**config.mk**
```make
export PLATFORM = sky130hd
export DESIGN_NAME = sram_port_arbiter
export DESIGN_NICKNAME = d
export VERILOG_FILES = /design/src/rtl/sram_arb_pkg.sv /design/src/rtl/sram_arb_pick.sv /design/src/rtl/sram_port_arbiter.sv
export SDC_FILE = /design/constraint.sdc
export NUM_CORES = 1
export LEC_CHECK = 0
export ABC_AREA = 1
export CORE_MARGIN = 5
export CORE_UTILIZATION = 39
export DETAILED_ROUTE_END_ITERATION = 7
export PLACE_DENSITY = 0.95
export SLEW_MARGIN = 20
export SYNTH_ARGS = -nofsm -noshare
export SYNTH_HDL_FRONTEND = slang
export SYNTH_SLANG_ARGS = --single-unit
```
**constraint.sdc**
```tcl
create_clock -name wb_clk_i -period 4.16 [get_ports wb_clk_i]
set_clock_uncertainty 0.1 [all_clocks]
set_input_delay 0.416 -clock wb_clk_i [delete_from_list [all_inputs] [get_ports wb_clk_i]]
set_output_delay 0.416 -clock wb_clk_i [all_outputs]
set_load 0.05 [all_outputs]
```
**src/rtl/sram_arb_pkg.sv**
```systemverilog
// Shared definitions for the SRAM port arbiter.
//   owner_e  : tag that says which port a pipelined read belongs to.
//   AW_DEF / DW_DEF : default macro geometry (64 x 8).
//   WAIT_W   : width of the port B starvation counter (covers MAX_WAIT 1..15).
package sram_arb_pkg;

  localparam int unsigned AW_DEF = 6;
  localparam int unsigned DW_DEF = 8;
  localparam int unsigned WAIT_W = 4;

  typedef enum logic [1:0] {
    OWN_NONE = 2'd0,
    OWN_A    = 2'd1,
    OWN_B    = 2'd2
  } owner_e;

endpackage

```
**src/rtl/sram_arb_pick.sv**
```systemverilog
// Combinational grant decision for the two SRAM ports.
// Ports:
//   i_rr_mode : 1 = round-robin on contested cycles, 0 = fixed priority to A
//   i_a_req   : port A request
//   i_b_req   : port B request
//   i_b_force : fixed-priority mode, B has waited MAX_WAIT cycles
//   i_ptr_b   : round-robin mode, pointer currently favours B
//   o_a_gnt   : port A granted this cycle
//   o_b_gnt   : port B granted this cycle
// A lone requester is always granted; the mode inputs only matter when both
// ports request in the same cycle.
module sram_arb_pick (
  input  logic i_rr_mode,
  input  logic i_a_req,
  input  logic i_b_req,
  input  logic i_b_force,
  input  logic i_ptr_b,
  output logic o_a_gnt,
  output logic o_b_gnt
);

  logic w_b_wins;

  // Who takes a contested cycle.
  assign w_b_wins = i_rr_mode ? i_ptr_b : i_b_force;

  assign o_a_gnt = i_a_req & ~(i_b_req & w_b_wins);
  assign o_b_gnt = i_b_req & ~(i_a_req & ~w_b_wins);

endmodule

```
**src/rtl/sram_port_arbiter.sv**
```systemverilog
// Shares one single-port 64x8 SRAM macro between the QCPU core (port A) and
// the Wishbone debug/load path (port B).
//
// Handshake (both ports): req is a level. While req=1 and gnt=0 the requester
// holds we/addr/wdata stable. The access is accepted in the cycle gnt=1; if
// req stays high the following cycle, that is a new access. One access per
// cycle in total.
//
// Ports:
//   wb_clk_i, rst_n            : clock, asynchronous active-low reset
//   a_req/a_we/a_addr/a_wdata  : port A request
//   a_gnt/a_rvalid/a_rdata     : port A grant (comb) and read return
//   b_*                        : port B, same meaning
//   sram_cen/sram_gwe          : macro chip/write enables, active low, registered
//   sram_addr/sram_in          : macro address and write data, registered
//   sram_out                   : macro read data (valid two cycles after gnt)
//
// Build option: define SRAM_ARB_RR_EN for round-robin on contested cycles;
// otherwise A has priority and B is force-granted after MAX_WAIT refusals.
module sram_port_arbiter
  import sram_arb_pkg::*;
#(
  parameter int unsigned AW       = AW_DEF,
  parameter int unsigned DW       = DW_DEF,
  parameter int unsigned MAX_WAIT = 4
) (
  input  logic          wb_clk_i,
  input  logic          rst_n,
  input  logic          a_req,
  input  logic          a_we,
  input  logic [AW-1:0] a_addr,
  input  logic [DW-1:0] a_wdata,
  output logic          a_gnt,
  output logic          a_rvalid,
  output logic [DW-1:0] a_rdata,
  input  logic          b_req,
  input  logic          b_we,
  input  logic [AW-1:0] b_addr,
  input  logic [DW-1:0] b_wdata,
  output logic          b_gnt,
  output logic          b_rvalid,
  output logic [DW-1:0] b_rdata,
  output logic          sram_cen,
  output logic          sram_gwe,
  output logic [AW-1:0] sram_addr,
  output logic [DW-1:0] sram_in,
  input  logic [DW-1:0] sram_out
);

`ifdef SRAM_ARB_RR_EN
  localparam logic RR_MODE = 1'b1;
`else
  localparam logic RR_MODE = 1'b0;
`endif

  logic              r_cen;
  logic              r_gwe;
  logic [AW-1:0]     r_addr;
  logic [DW-1:0]     r_in;
  owner_e            r_tag1;
  owner_e            r_tag2;
  logic [WAIT_W-1:0] r_wait;
  logic              r_ptr_b;

  logic          w_b_force;
  logic          w_any;
  logic          w_we;
  logic [AW-1:0] w_addr;
  logic [DW-1:0] w_wdata;
  owner_e        w_rd_own;

  // In round-robin builds the counter never leaves zero, so this stays low.
  assign w_b_force = ~RR_MODE & (r_wait == WAIT_W'(MAX_WAIT));

  sram_arb_pick u_pick (
    .i_rr_mode (RR_MODE),
    .i_a_req   (a_req),
    .i_b_req   (b_req),
    .i_b_force (w_b_force),
    .i_ptr_b   (r_ptr_b),
    .o_a_gnt   (a_gnt),
    .o_b_gnt   (b_gnt)
  );

  // Winner's fields; only meaningful when w_any is high.
  assign w_any   = a_gnt | b_gnt;
  assign w_we    = a_gnt ? a_we    : b_we;
  assign w_addr  = a_gnt ? a_addr  : b_addr;
  assign w_wdata = a_gnt ? a_wdata : b_wdata;

  always_comb begin
    w_rd_own = OWN_NONE;
    if (w_any && !w_we) w_rd_own = a_gnt ? OWN_A : OWN_B;
  end

  // Macro control pins plus the two-stage read-owner pipeline. Stage 2 lines
  // up with the cycle in which sram_out carries the data for that read.
  always_ff @(posedge wb_clk_i or negedge rst_n) begin
    if (!rst_n) begin
      r_cen  <= 1'b1;
      r_gwe  <= 1'b1;
      r_addr <= '0;
      r_in   <= '0;
      r_tag1 <= OWN_NONE;
      r_tag2 <= OWN_NONE;
    end else begin
      r_cen  <= ~w_any;
      r_tag1 <= w_rd_own;
      r_tag2 <= r_tag1;
      if (w_any) begin
        r_gwe  <= ~w_we;
        r_addr <= w_addr;
        r_in   <= w_wdata;
      end else begin
        r_gwe  <= 1'b1;
      end
    end
  end

  // Starvation counter (fixed priority) and round-robin pointer.
  // The counter cannot pass MAX_WAIT: at MAX_WAIT a requesting B is granted.
  always_ff @(posedge wb_clk_i or negedge rst_n) begin
    if (!rst_n) begin
      r_wait  <= '0;
      r_ptr_b <= 1'b0;
    end else begin
      if (RR_MODE || !b_req || b_gnt) r_wait <= '0;
      else                            r_wait <= r_wait + WAIT_W'(1);
      // Pointer moves to the port that did not just win.
      if (RR_MODE && w_any) r_ptr_b <= a_gnt;
    end
  end

  assign sram_cen  = r_cen;
  assign sram_gwe  = r_gwe;
  assign sram_addr = r_addr;
  assign sram_in   = r_in;

  assign a_rvalid = (r_tag2 == OWN_A);
  assign b_rvalid = (r_tag2 == OWN_B);
  assign a_rdata  = {DW{a_rvalid}} & sram_out;
  assign b_rdata  = {DW{b_rvalid}} & sram_out;

endmodule

```
**Close-up of the layout**

Window x 4 to 29, y 38 to 63 um. Cells in gray, sequential cells in the stronger gray; small squares are vias.
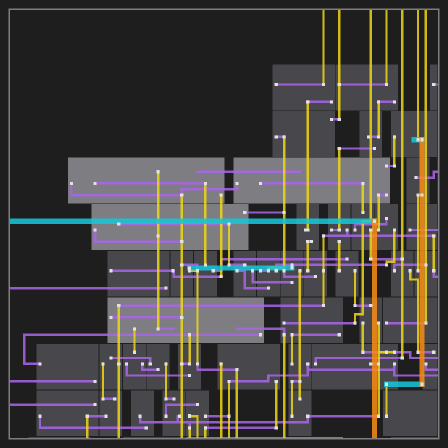
metal 3 -> cyan
metal 1 -> purple
metal 4 -> orange
metal 2 -> yellow
most frequent = nand2_1 (23), clkdlybuf4s50_1 (13), inv_1 (5)
netlist names of flops here include = `sram_addr` (3), `sram_in` (1)
sequential cells in the window = 4
cells with their middle in the window = 45

**Congestion heat map**

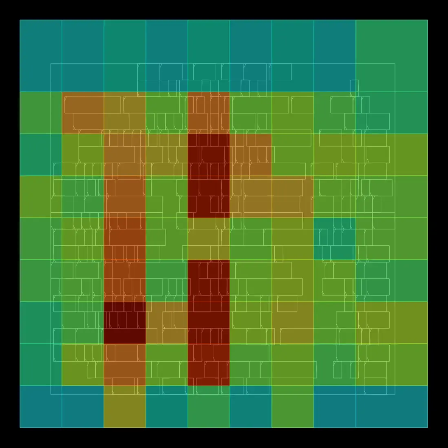
GR Util All Layers: 16.7%
GR Util met1: 15.6%
met2 Resource Use GR: 32.0%

**Cells by drive strength**

Drawn at 6 px/um.
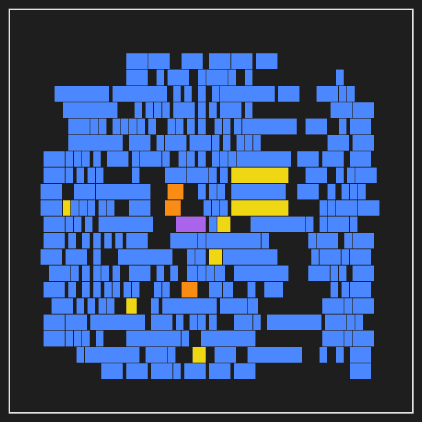
_3 and _4 cells -> orange  # cells 3, share 1.1%, most used clkbuf_4
_6 and larger -> purple  # cells 1, share 0.38%, most used clkbuf_8
_2 cells -> yellow  # cells 7, share 2.7%
_0 and _1 cells -> blue  # cells 253, share 96%, most used nand2_1

==> flow_summary_export.csv <==
group,metric,value,unit
synthesis,yosysTopAreaCell,"dfrtp_1",
floorplanning,pin_count,78,
critical_path,max_stage_delay,0.80,ns
synthesis,synth_top_area_share,43.4,%
grt,antenna_found_initial,0,
placement,port_buffers,77,
grt,grt_overflow_total,0,
power_and_ir_drop,cellLeakagePower,1.11,nW
critical_path,worstPathArrival,2.62,ns
run,drv_cap,0,
clock_network,cts_buffers,3,
synthesis,syn_area_per_cell,6.78,um^2
synthesis,ys_seq_share,47.6,%
critical_path,cp-end-kind,"output port",
clock_network,htreeDepth,1,
synthesis,yosysUniqueCellTypes,15,
floorplanning,fp_util,41.2,%
synthesis,netlist_instances,187,
critical_path,critPathBufInv,3,
synthesis,synth_area,1270,um^2
clock_network,post_cts_buffers,0,
detailed_routing,ant_nets,0,
critical_path,crit_fanout,20,
critical_path,crit_family,"buffers and inverters",
sta,tns,0,ns
sta,hold_slack,0.270,ns
synthesis,ys_chip_area,1270,um^2
placement,hpwl,2830,um
synthesis,yosys_warnings,0,
run_status,status,"complete, no violations",
detailed_routing,routed_via_density,4.50,
detailed_routing,avgRoutedWirePerCell,11.4,um
clock_network,cts-root-buf,"clkbuf_4",
placement,place.gp.congestion,0.847,
cells_and_area,fill_cells,284,
sta,slew_headroom,52.1,%
power_and_ir_drop,irDropWorstVdd,0.000179,V
clock_network,cts_tree,"done",
sta,fin_crit,3.13,ns
clock_network,clock-sinks,24,
grt,grt_pass1_vias,1431,
synthesis,synthesis.nets,231,
run,warning_count,27,
detailed_routing,drtIter0Drc,9,
power_and_ir_drop,power_density,289,nW/um^2
**Cell classes on the final placement**

Drawn at 6 px/um.
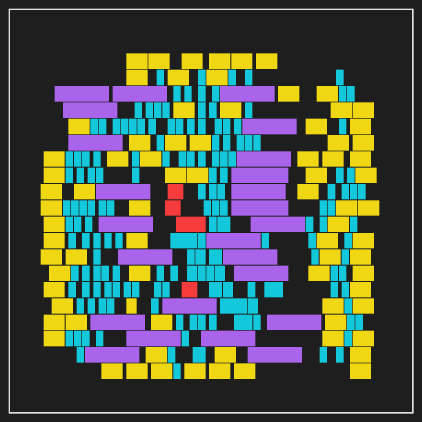
remaining buffers and delay cells -> yellow  # cells 78
sequential cells -> purple  # cells 24
combinational and other logic -> cyan  # cells 158
clock drivers and dummy loads -> red  # cells 4
Std-Cell Rows: 20
Final Util: 68.5%
flop share of the area: 28.6%
cell area after layout: 2110 um^2
Placeable Area: 3080 um^2

**Signal wires on met1**

Drawn at 8 px/um.
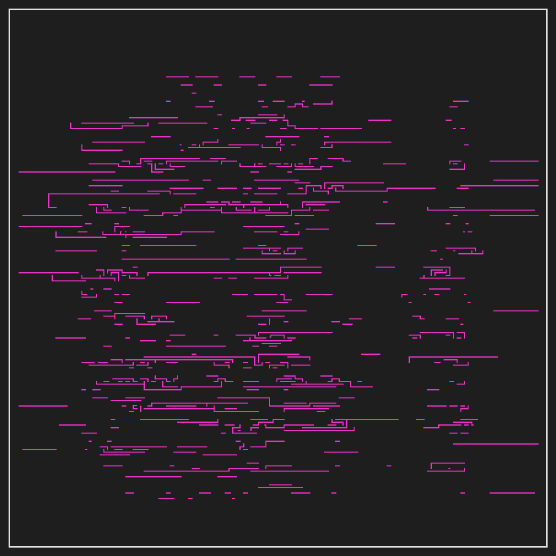
longest straight run = 16.6 um
wire length on this layer = 1,230 um
main direction = horizontal
nets with wire on the layer = 247
DR vias: 1,386
final WL: 3510 um

==> flip-flops by register name, summed over array words and instances (netlist names) <==
register / count
r_tag1: 2
sram_addr: 6
sram_gwe: 1
r_wait: 4
sram_in: 8
sram_cen: 1
r_tag2: 2
==> report_power, final <==
| part | internal, mW | switching, mW | total [mW] |
|---|---|---|---|
| combinational | 0.0868 | 0.136 | 0.223 |
| sequential | 0.252 | 0.00925 | 0.261 |
| clock | 0.0535 | 0.0701 | 0.124 |
==> metrics by stage <==
stage	cell area, um^2	util [%]	setup WS [ns]
after floorplan	1270	-	1.60
after global placement	2070	67.1	1.09
after detailed placement	2070	67.1	1.05
after CTS	2100	68.3	1.03
after global routing	2110	68.5	0.851
final	2110	68.5	1.03
==> layout by cell type, fill, tap and decap left out <==
master and count:
nand2_2 2, nand4_1 1, nor2_1 23, inv_2 1, xnor2_1 1, dfrtp_1 22, nand2_1 89, nor2_2 1
dfstp_2 2, clkbuf_4 3, xor2_1 1, inv_1 32, nand3_1 5, dlygate4sd3_1 1, ha_1 2, buf_2 1
clkbuf_8 1, clkdlybuf4s50_1 76
==> timing repair <==
action | 4_1_cts | 5_1_grt
endpoints found under the hold margin | 0 | 22
hold buffers | 0 | 1
resized | 0 | 0
==> layer usage <==
| layer | vias up | wire (um) | track usage, % |
|---|---|---|---|
| li1 | 687 | - | - |
| met5 | - | 0 | 0 |
| met2 | 64 | 1790 | 32.0 |
| met4 | 0 | 97 | 8.10 |
| met1 | 625 | 1230 | 15.6 |
| met3 | 10 | 396 | 5.23 |
==> cell usage after synthesis <==
master and count:
dfstp_2 2, xnor2_1 1, inv_2 1, nor2_2 1, nand4_1 1, buf_2 4
nand3_1 5, nor2_1 23, nand2_1 89, dfrtp_1 22, ha_1 2, buf_4 1
inv_1 32, nand2_2 2, xor2_1 1
==> worst reg2reg max path, delay by kind of cell, from the launching register on <==
kind | cells | cell delay, ns
simple gates | 6 | 0.69
flops | 1 | 0.42
fa+ha+maj | 1 | 0.21
buf+inv | 1 | 0.07
==> path summary, 6_finish.rpt <==
| check | from | to | slack [ns] | cells after the start |
|---|---|---|---|---|
| setup / recovery | a_req | b_gnt | 1.03 | 5 |
| hold / removal | r_tag1[1] | r_tag2[1] | 0.27 | 0 |
| setup reg to reg | r_wait[0] | sram_in[7] | 2.57 | 8 |
| hold reg to reg | r_tag1[1] | r_tag2[1] | 0.27 | 0 |
| max in group asynchronous | rst_n | sram_cen | 3.09 | 2 |
| min in group asynchronous | rst_n | sram_in[5] | 0.51 | 2 |
==> cell type report <==
| cell class | count | area [um^2] | share of cell area (%) |
|---|---|---|---|
| clock buffer | 4 | 36.3 | 1.72 |
| inverter | 33 | 124 | 5.88 |
| multi-input combinational | 125 | 513 | 24.3 |
| sequential | 24 | 603 | 28.6 |
| tap | 44 | 55.1 | 2.61 |
| timing repair buffer | 78 | 776 | 36.8 |
==> cells by family (layout without fill, tap and decap cells) <==
group                      after synthesis  in the layout  synth area share, %
xor gates and xnor gates                 2              2                 1.38
buffers and inverters                   38            115                 11.9
adders and majority gates                2              2                 1.97
and+or+nand+nor                        121            121                 37.1
DFF                                     24             24                 47.6
